File: config.mk
export PLATFORM = sky130hd
export DESIGN_NAME = axi_lite_master_flat
export DESIGN_NICKNAME = d
export VERILOG_FILES = /design/src/rtl/axi_lite_pkg.sv /design/src/rtl/axi_lite_if.sv /design/src/rtl/axi_lite_master.sv /design/src/flat_wrapper.sv
export SDC_FILE = /design/constraint.sdc
export NUM_CORES = 1
export LEC_CHECK = 0
export ABC_CLOCK_PERIOD_IN_PS = 10900
export CORE_ASPECT_RATIO = 1.5
export CORE_UTILIZATION = 35
export DETAILED_ROUTE_END_ITERATION = 8
export PLACE_DENSITY_LB_ADDON = 0.2
export SLEW_MARGIN = 25
export SYNTH_ARGS = -nofsm -noshare
export SYNTH_HDL_FRONTEND = slang
export SYNTH_SLANG_ARGS = --single-unit
File: constraint.sdc
create_clock -name clk -period 10.9 [get_ports clk]
set_input_delay 1.635 -clock clk [delete_from_list [all_inputs] [get_ports clk]]
set_output_delay 1.635 -clock clk [all_outputs]
set_load 0.02 [all_outputs]
File: src/rtl/axi_lite_pkg.sv
// axi_lite_pkg: AXI-Lite response codes and master FSM states shared by master and memory slave
package axi_lite_pkg;
  localparam logic [1:0] RESP_OKAY   = 2'b00;
  localparam logic [1:0] RESP_EXOKAY = 2'b01;
  localparam logic [1:0] RESP_SLVERR = 2'b10;
  localparam logic [1:0] RESP_DECERR = 2'b11;
  typedef enum logic [2:0] {
    IDLE,
    WR_REQ,
    WR_RESP,
    RD_REQ,
    RD_RESP,
    RSP,
    DRAIN
  } state_e;
endpackage

File: src/rtl/axi_lite_if.sv
// axi_lite_if: AXI-Lite channel bundle with master and slave views
interface axi_lite_if #(
  parameter int ADDR_WIDTH = 32,
  parameter int DATA_WIDTH = 32
) (
  input logic clk,
  input logic rst_n
);
  logic                    aw_valid;
  logic                    aw_ready;
  logic [ADDR_WIDTH-1:0]   aw_addr;
  logic                    w_valid;
  logic                    w_ready;
  logic [DATA_WIDTH-1:0]   w_data;
  logic [DATA_WIDTH/8-1:0] w_strb;
  logic                    b_valid;
  logic                    b_ready;
  logic [1:0]              b_resp;
  logic                    ar_valid;
  logic                    ar_ready;
  logic [ADDR_WIDTH-1:0]   ar_addr;
  logic                    r_valid;
  logic                    r_ready;
  logic [DATA_WIDTH-1:0]   r_data;
  logic [1:0]              r_resp;
  modport master (
    output aw_valid, aw_addr, w_valid, w_data, w_strb, b_ready, ar_valid, ar_addr, r_ready,
    input  aw_ready, w_ready, b_valid, b_resp, ar_ready, r_valid, r_data, r_resp
  );
  modport slave (
    input  clk, rst_n, aw_valid, aw_addr, w_valid, w_data, w_strb, b_ready, ar_valid, ar_addr, r_ready,
    output aw_ready, w_ready, b_valid, b_resp, ar_ready, r_valid, r_data, r_resp
  );
endinterface

File: src/rtl/axi_lite_master.sv
// axi_lite_master: single-outstanding AXI-Lite master turning cmd requests into AW/W/B or AR/R transactions
module axi_lite_master
  import axi_lite_pkg::*;
#(
  parameter int ADDR_WIDTH = 32,
  parameter int DATA_WIDTH = 32,
  parameter int TIMEOUT    = 256
) (
  input  logic                    clk,
  input  logic                    rst,
  input  logic                    cmd_valid,
  output logic                    cmd_ready,
  input  logic                    cmd_write,
  input  logic [ADDR_WIDTH-1:0]   cmd_addr,
  input  logic [DATA_WIDTH-1:0]   cmd_wdata,
  input  logic [DATA_WIDTH/8-1:0] cmd_wstrb,
  output logic                    rsp_valid,
  input  logic                    rsp_ready,
  output logic [DATA_WIDTH-1:0]   rsp_rdata,
  output logic [1:0]              rsp_resp,
  output logic                    rsp_timeout,
  axi_lite_if.master              m_axi
);
  localparam int CW      = TIMEOUT > 1 ? $clog2(TIMEOUT + 1) : 1;
  localparam bit HAS_TMO = TIMEOUT != 0;
  state_e                  state_q, state_d;
  logic [ADDR_WIDTH-1:0]   addr_q, addr_d;
  logic [DATA_WIDTH-1:0]   wdata_q, wdata_d;
  logic [DATA_WIDTH/8-1:0] wstrb_q, wstrb_d;
  logic [DATA_WIDTH-1:0]   rdata_q, rdata_d;
  logic [1:0]              resp_q, resp_d;
  logic [CW-1:0]           cnt_q, cnt_d;
  logic                    wr_q, wr_d;
  logic                    aw_pend_q, aw_pend_d;
  logic                    w_pend_q, w_pend_d;
  logic                    tmo_q, tmo_d;
  logic                    slv_hit;
  logic                    tmo_hit;
  assign slv_hit = wr_q ? m_axi.b_valid : m_axi.r_valid;
  assign tmo_hit = HAS_TMO && cnt_q == CW'(TIMEOUT - 1);
  always_ff @(posedge clk or posedge rst) begin
    if (rst) begin
      state_q   <= IDLE;
      addr_q    <= '0;
      wdata_q   <= '0;
      wstrb_q   <= '0;
      rdata_q   <= '0;
      resp_q    <= '0;
      cnt_q     <= '0;
      wr_q      <= 1'b0;
      aw_pend_q <= 1'b0;
      w_pend_q  <= 1'b0;
      tmo_q     <= 1'b0;
    end else begin
      state_q   <= state_d;
      addr_q    <= addr_d;
      wdata_q   <= wdata_d;
      wstrb_q   <= wstrb_d;
      rdata_q   <= rdata_d;
      resp_q    <= resp_d;
      cnt_q     <= cnt_d;
      wr_q      <= wr_d;
      aw_pend_q <= aw_pend_d;
      w_pend_q  <= w_pend_d;
      tmo_q     <= tmo_d;
    end
  end
  // A timed-out response always leaves a late B/R behind, so tmo_q doubles as the drain-pending flag
  always_comb begin
    state_d   = state_q;
    addr_d    = addr_q;
    wdata_d   = wdata_q;
    wstrb_d   = wstrb_q;
    rdata_d   = rdata_q;
    resp_d    = resp_q;
    cnt_d     = cnt_q;
    wr_d      = wr_q;
    aw_pend_d = aw_pend_q;
    w_pend_d  = w_pend_q;
    tmo_d     = tmo_q;
    case (state_q)
      IDLE: if (cmd_valid) begin
        addr_d    = cmd_addr;
        wdata_d   = cmd_wdata;
        wstrb_d   = cmd_wstrb;
        wr_d      = cmd_write;
        aw_pend_d = cmd_write;
        w_pend_d  = cmd_write;
        state_d   = cmd_write ? WR_REQ : RD_REQ;
      end
      WR_REQ: begin
        aw_pend_d = aw_pend_q && !m_axi.aw_ready;
        w_pend_d  = w_pend_q && !m_axi.w_ready;
        if (!aw_pend_d && !w_pend_d) begin
          state_d = WR_RESP;
          cnt_d   = '0;
        end
      end
      RD_REQ: if (m_axi.ar_ready) begin
        state_d = RD_RESP;
        cnt_d   = '0;
      end
      WR_RESP, RD_RESP: begin
        if (slv_hit || tmo_hit) begin
          state_d = RSP;
          rdata_d = slv_hit && !wr_q ? m_axi.r_data : '0;
          resp_d  = !slv_hit ? RESP_SLVERR : wr_q ? m_axi.b_resp : m_axi.r_resp;
          tmo_d   = !slv_hit;
        end else begin
          cnt_d = HAS_TMO ? cnt_q + 1'b1 : '0;
        end
      end
      RSP: if (rsp_ready) state_d = tmo_q ? DRAIN : IDLE;
      DRAIN: if (slv_hit) state_d = IDLE;
      default: state_d = IDLE;
    endcase
  end
  assign cmd_ready      = state_q == IDLE;
  assign rsp_valid      = state_q == RSP;
  assign rsp_rdata      = rdata_q;
  assign rsp_resp       = resp_q;
  assign rsp_timeout    = tmo_q;
  assign m_axi.aw_valid = state_q == WR_REQ && aw_pend_q;
  assign m_axi.aw_addr  = addr_q;
  assign m_axi.w_valid  = state_q == WR_REQ && w_pend_q;
  assign m_axi.w_data   = wdata_q;
  assign m_axi.w_strb   = wstrb_q;
  assign m_axi.b_ready  = state_q == WR_RESP || (state_q == DRAIN && wr_q);
  assign m_axi.ar_valid = state_q == RD_REQ;
  assign m_axi.ar_addr  = addr_q;
  assign m_axi.r_ready  = state_q == RD_RESP || (state_q == DRAIN && !wr_q);
endmodule

File: src/flat_wrapper.sv
// flat-port wrapper written by rule: the top's interface ports become plain ports
module axi_lite_master_flat import axi_lite_pkg::*;
#(
  parameter int ADDR_WIDTH = 32,
  parameter int DATA_WIDTH = 32,
  parameter int TIMEOUT    = 256
)
  (clk, rst, cmd_valid, cmd_ready, cmd_write, cmd_addr, cmd_wdata, cmd_wstrb, rsp_valid, rsp_ready, rsp_rdata, rsp_resp, rsp_timeout, rst_n, m_axi_aw_valid, m_axi_aw_addr, m_axi_w_valid, m_axi_w_data, m_axi_w_strb, m_axi_b_ready, m_axi_ar_valid, m_axi_ar_addr, m_axi_r_ready, m_axi_aw_ready, m_axi_w_ready, m_axi_b_valid, m_axi_b_resp, m_axi_ar_ready, m_axi_r_valid, m_axi_r_data, m_axi_r_resp);
  axi_lite_if #(.ADDR_WIDTH(ADDR_WIDTH), .DATA_WIDTH(DATA_WIDTH)) m_axi_i (.clk(clk), .rst_n(rst_n));
  input  logic clk;
  input  logic rst;
  input  logic cmd_valid;
  output logic cmd_ready;
  input  logic cmd_write;
  input  logic [ADDR_WIDTH-1:0] cmd_addr;
  input  logic [DATA_WIDTH-1:0] cmd_wdata;
  input  logic [DATA_WIDTH/8-1:0] cmd_wstrb;
  output logic rsp_valid;
  input  logic rsp_ready;
  output logic [DATA_WIDTH-1:0] rsp_rdata;
  output logic [1:0] rsp_resp;
  output logic rsp_timeout;
  input wire logic rst_n;
  output wire logic [$bits(m_axi_i.aw_valid)-1:0] m_axi_aw_valid;
  output wire logic [$bits(m_axi_i.aw_addr)-1:0] m_axi_aw_addr;
  output wire logic [$bits(m_axi_i.w_valid)-1:0] m_axi_w_valid;
  output wire logic [$bits(m_axi_i.w_data)-1:0] m_axi_w_data;
  output wire logic [$bits(m_axi_i.w_strb)-1:0] m_axi_w_strb;
  output wire logic [$bits(m_axi_i.b_ready)-1:0] m_axi_b_ready;
  output wire logic [$bits(m_axi_i.ar_valid)-1:0] m_axi_ar_valid;
  output wire logic [$bits(m_axi_i.ar_addr)-1:0] m_axi_ar_addr;
  output wire logic [$bits(m_axi_i.r_ready)-1:0] m_axi_r_ready;
  input wire logic [$bits(m_axi_i.aw_ready)-1:0] m_axi_aw_ready;
  input wire logic [$bits(m_axi_i.w_ready)-1:0] m_axi_w_ready;
  input wire logic [$bits(m_axi_i.b_valid)-1:0] m_axi_b_valid;
  input wire logic [$bits(m_axi_i.b_resp)-1:0] m_axi_b_resp;
  input wire logic [$bits(m_axi_i.ar_ready)-1:0] m_axi_ar_ready;
  input wire logic [$bits(m_axi_i.r_valid)-1:0] m_axi_r_valid;
  input wire logic [$bits(m_axi_i.r_data)-1:0] m_axi_r_data;
  input wire logic [$bits(m_axi_i.r_resp)-1:0] m_axi_r_resp;
  assign m_axi_aw_valid = m_axi_i.aw_valid;
  assign m_axi_aw_addr = m_axi_i.aw_addr;
  assign m_axi_w_valid = m_axi_i.w_valid;
  assign m_axi_w_data = m_axi_i.w_data;
  assign m_axi_w_strb = m_axi_i.w_strb;
  assign m_axi_b_ready = m_axi_i.b_ready;
  assign m_axi_ar_valid = m_axi_i.ar_valid;
  assign m_axi_ar_addr = m_axi_i.ar_addr;
  assign m_axi_r_ready = m_axi_i.r_ready;
  assign m_axi_i.aw_ready = m_axi_aw_ready;
  assign m_axi_i.w_ready = m_axi_w_ready;
  assign m_axi_i.b_valid = m_axi_b_valid;
  assign m_axi_i.b_resp = m_axi_b_resp;
  assign m_axi_i.ar_ready = m_axi_ar_ready;
  assign m_axi_i.r_valid = m_axi_r_valid;
  assign m_axi_i.r_data = m_axi_r_data;
  assign m_axi_i.r_resp = m_axi_r_resp;
  axi_lite_master #(.ADDR_WIDTH(ADDR_WIDTH), .DATA_WIDTH(DATA_WIDTH), .TIMEOUT(TIMEOUT)) u_core (.clk(clk), .rst(rst), .cmd_valid(cmd_valid), .cmd_ready(cmd_ready), .cmd_write(cmd_write), .cmd_addr(cmd_addr), .cmd_wdata(cmd_wdata), .cmd_wstrb(cmd_wstrb), .rsp_valid(rsp_valid), .rsp_ready(rsp_ready), .rsp_rdata(rsp_rdata), .rsp_resp(rsp_resp), .rsp_timeout(rsp_timeout), .m_axi(m_axi_i));
endmodule
Figure 1. Layout detail.
Window x 30 to 70, y 55 to 95 um. Cells in grey, sequential cells in the stronger grey; small squares are vias.
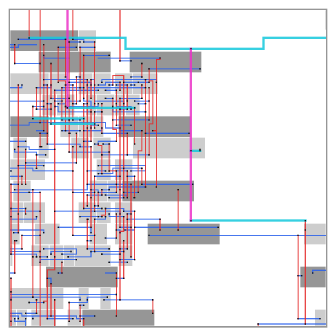
legend:
  metal 1:
    colour: blue
  metal 4:
    colour: magenta
  metal 2:
    colour: red
  metal 3:
    colour: cyan
most frequent: dfrtp_1 (9), a31oi_1 (6), a21oi_1 (5)
cells with their middle in the window: 56
netlist names of flops here include: `u_core.cnt_q` (9)
sequential cells in the window: 9

Figure 2. The clock network.
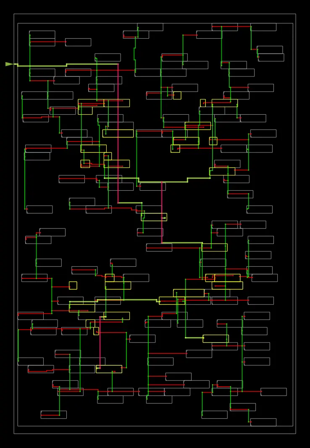
insertion delay to the later sink of the worst-skew pair: 0.41 ns
final sequential cell count: 118

Figure 3. Wiring heat map.
Scale bar: 20 um. 20 x 30 tiles, from white (low) to dark blue (high), scaled to the fullest tile. Values are wire area over tile area, all layers added.
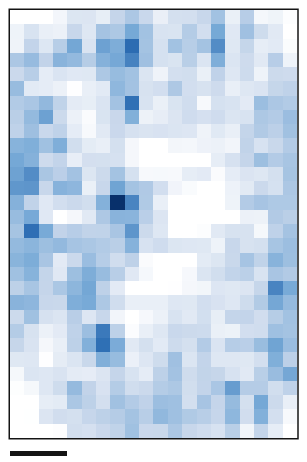
mean over tiles: 0.14
tiles over half the peak: 5.2%
nearly empty tiles: 8.3%
emptiest ninth of the die: middle
densest ninth of the die: left middle
via count: 4018
wire length per cell after detailed routing: 15.1 um

Figure 4. Clock distribution.
Scale bar: 20 um.
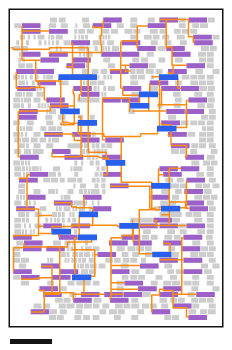
legend:
  clock wires:
    colour: orange
    length: 1740 um
  flip-flops:
    colour: purple
    count: 118
  clock drivers:
    colour: blue
    count: 17
routed clock nets: 18
flops lie: spread over the die
clock network fraction of design power: 21.7%
power in the clock group: 578 uW

Figure 5. Metal 3.
Cells faint in the background.
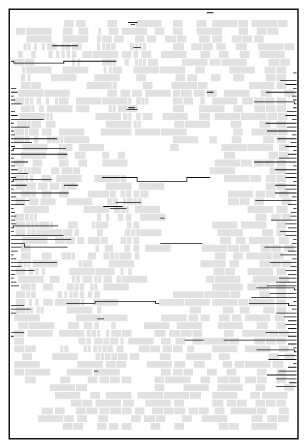
share of all routed wire: 7.1%
longest straight run: 25.2 um
met3 usage in global routing: 5.39%
final wirelength: 13100 um

==> run notes <==
Results of the run.

The flow ran to the end, and the final reports show no timing, DRC or antenna violations. Row generation in the floorplan step produced 53 rows. The total half-perimeter wirelength after legalization and detailed placement is 9440 um. The normalized max-slew margin is 50.3%. The number of max-cap violations is 0.

According to the floorplan report, the placeable core area is 14200 um2. The global-route wire length before repair is 21000 um. The final count of negative-setup-slack endpoints is 0. The number of CTS-inserted buffers is 17. The top cell types in the final layout, fill and taps aside, are 255 x sky130_fd_sc_hd__clkdlybuf4s50_1, 118 x sky130_fd_sc_hd__dfrtp_1, 75 x sky130_fd_sc_hd__nand2_1. Sequential cells were found to cover 57.6% of the synthesized design area. The violation tally from detailed-route iteration zero is 83. For met2 alone, demand over resource in global routing was 32.4%. The critical path is of the register to primary output type. After detailed routing, the number of vias per cell comes to 4.63.

The beginning of the worst register-to-register path is u_core.state_q[1]$_DFFE_PP0P_. The worst setup path startpoint is u_core.state_q[0]$_DFFE_PP0P_. The origin of the worst min-delay path is u_core.rsp_rdata[5]$_DFFE_PP0P_. The average cell area after synthesis is 11.7 um2. The static leakage power is 3.54 nW. The fraction of layout instances using a drive strength above 1 is 17.0%. The total power draw is 2.67 mW.

The H-tree generated during clock tree synthesis spans 4 levels. Across all hold checks on the routed design, the worst slack comes to 0.463 ns. The transition time recorded at the tightest slew-check pin is 0.745 ns. The sort of element at the end of the critical path is a primary output. In this run the worst setup path terminates at rsp_valid.

The antenna cell count is 0. Entering global routing, the biggest net connects 81 pins. The number of nets in the synthesized netlist is 557. The type of the most critical hold path is register to register. The global routing's busiest layer is met2. STA on the placed design reports a worst setup slack of 6.98 ns.

Counting flops with a built-in enable in the synthesized netlist gives 0. Summing the areas of all fa, ha and maj instances in the mapped netlist gives 0.683% of the synthesized area. The compound-cell area share of the yosys netlist is 4.98%. Yosys shows that the main logic family after synthesis is multiplexers. The buffer count from post-CTS setup fixing is 0.

The cell count after synthesis is 440. Together, buffers and inverters on the worst path number 2. The number of remaining DRC errors is 0.

The kind of launch point of the worst setup path is a register. The placement-stage cell area is 7580 um2. The number of instances on the worst hold path is 2. The die extent in x is 101 um. The number of global-route vias before repair is 4173. The peak supply drop is 0.126 mV.

In the Yosys stats the netlist draws on 41 distinct library cells. Per the final timing report, the hold violations number 0. The cell count along the critical path is 3. The destination of the worst hold path is u_core.rsp_rdata[5]$_DFFE_PP0P_.

The total routing resource utilization after global routing is 18.0%. met1 track demand over resource after global routing is 19.6%. The endpoint required time on the critical path is 9.27 ns. The family with the most delay on the worst path is buffers and inverters. The final critical path takes up 36.8% of the cycle. OpenROAD emitted warnings numbering 27. The number of synthesized register bits is 118. The cell depth of the worst flop-to-flop path is 4. The initial antenna violation count is 0.

The synthesis report gives the async set-or-reset register share as 100%. The pre-antenna-repair detailed-routing pass consisted of 4 iterations. The top cell type by instance count after synthesis is sky130_fd_sc_hd__dfrtp_1. The vertical die dimension reported for this design is 150 um. In this run the power density over the cells is 325 nW/um2. Clock tree synthesis found a total of 118 sinks. The root cell of the clock tree is sky130_fd_sc_hd__clkbuf_16. Measured against the total synthesized area, the mux share comes to 15.9%. The final timing report derives a shortest allowable period of 4.01 ns. The residual overflow from global routing is 0.

The final tally of max-slew violations is 0. Sorting the synthesized cells by how often they occur yields 118 x sky130_fd_sc_hd__dfrtp_1, 75 x sky130_fd_sc_hd__nand2_1, 70 x sky130_fd_sc_hd__mux2_2. The post-synthesis instance area is 5130 um2. The share of the synthesized area in the top cell type is 57.6%. The number of placed I/O pins is 257. As logged by OpenROAD, the buffers inserted on ports number 255. The clock transition at the registers of the reported paths is 0.05 ns. The critical path's slowest stage uses the library cell sky130_fd_sc_hd__dfrtp_1.

The buffer depth of the longest clock path is 2. The chip occupies 15100 um2. In the final design database the tool counted 779 nets. For the worst reg-to-reg path, the endpoint reported by OpenROAD is u_core.m_axi.w_data[20]$_DFFE_PP0P_. The setup total negative slack is 0 ns. The minimum setup slack in the final design is 6.89 ns. The final layout report lists a filler cell count of 1263. On the worst path, the slowest cell contributes a delay of 0.68 ns.

The main area contributors are sky130_fd_sc_hd__dfrtp_1 58%, sky130_fd_sc_hd__mux2_2 15%, sky130_fd_sc_hd__buf_4 5.9%. For this run, the chip area from Yosys synthesis comes to 5130 um2. The largest area contributor in the netlist is sky130_fd_sc_hd__dfrtp_1. The clock arrives with 0.00931 ns of skew. For this run, the top clock speed supported by timing is 0.249 GHz. The top fanout value on the critical path is 16.

With fillers left out, the area of the finished cells amounts to 8200 um2. The number of warning messages in the yosys log is 0. The commonest register cell is sky130_fd_sc_hd__dfrtp_1. Traced cell by cell, the critical path runs through clkinv_1 > nor3_1 > clkdlybuf4s50_1.

Of the total synthesized cell area, the portion taken by XOR and XNOR cells is 0.342%. The finished layout reports a core utilization of 57.8%.
==> state kept, by name (all words and copies together), names as in the netlist <==
signal and flops:
u_core.m_axi.ar_addr 32, u_core.rsp_rdata 32, u_core.wr_q 1, u_core.aw_pend_q 1, u_core.state_q 3, u_core.w_pend_q 1, u_core.rsp_timeout 1, u_core.cnt_q 9
u_core.m_axi.w_data 32, u_core.rsp_resp 2, u_core.m_axi.w_strb 4
==> report_power, final <==
part | total (mW) | switching (mW) | internal (mW)
combinational | 1.32 | 0.659 | 0.661
sequential | 0.770 | 0.134 | 0.635
clock | 0.578 | 0.210 | 0.367
==> worst register-to-register path, cell delays in order, from the launching register on <==
cell,delay [ns]
sky130_fd_sc_hd__dfrtp_1,0.58
sky130_fd_sc_hd__nor3_1,0.32
sky130_fd_sc_hd__and2_2,0.58
sky130_fd_sc_hd__buf_4,0.59
sky130_fd_sc_hd__mux2_2,0.43
==> logic make-up (layout without fill, tap and decap cells) <==
| kind of cell | Yosys count | count (layout) |
|---|---|---|
| AOI/OAI and AO/OA | 39 | 39 |
| adders and majority gates | 3 | 3 |
| muxes | 72 | 72 |
| buffers and inverters | 66 | 301 |
| and+or+nand+nor | 140 | 140 |
| DFF | 118 | 118 |
| xor gates and xnor gates | 2 | 2 |
==> cell type report <==
class | instances | area (um2) | area share (%)
Sequential cell | 118 | 2950 | 36.0
Timing Repair Buffer | 259 | 2590 | 31.6
Multi-Input combinational cell | 256 | 1760 | 21.5
Clock buffer | 18 | 439 | 5.36
Tap cell | 192 | 240 | 2.93
Clock inverter | 14 | 174 | 2.12
Inverter | 10 | 40.0 | 0.488
==> per-layer routing <==
layer	vias to the layer above	part of all wire, %
met2	165	54
li1	1914	-
met4	0	1.3
met3	13	7.1
met1	1926	37
met5	-	0
Power and IR drop assume default switching activity.
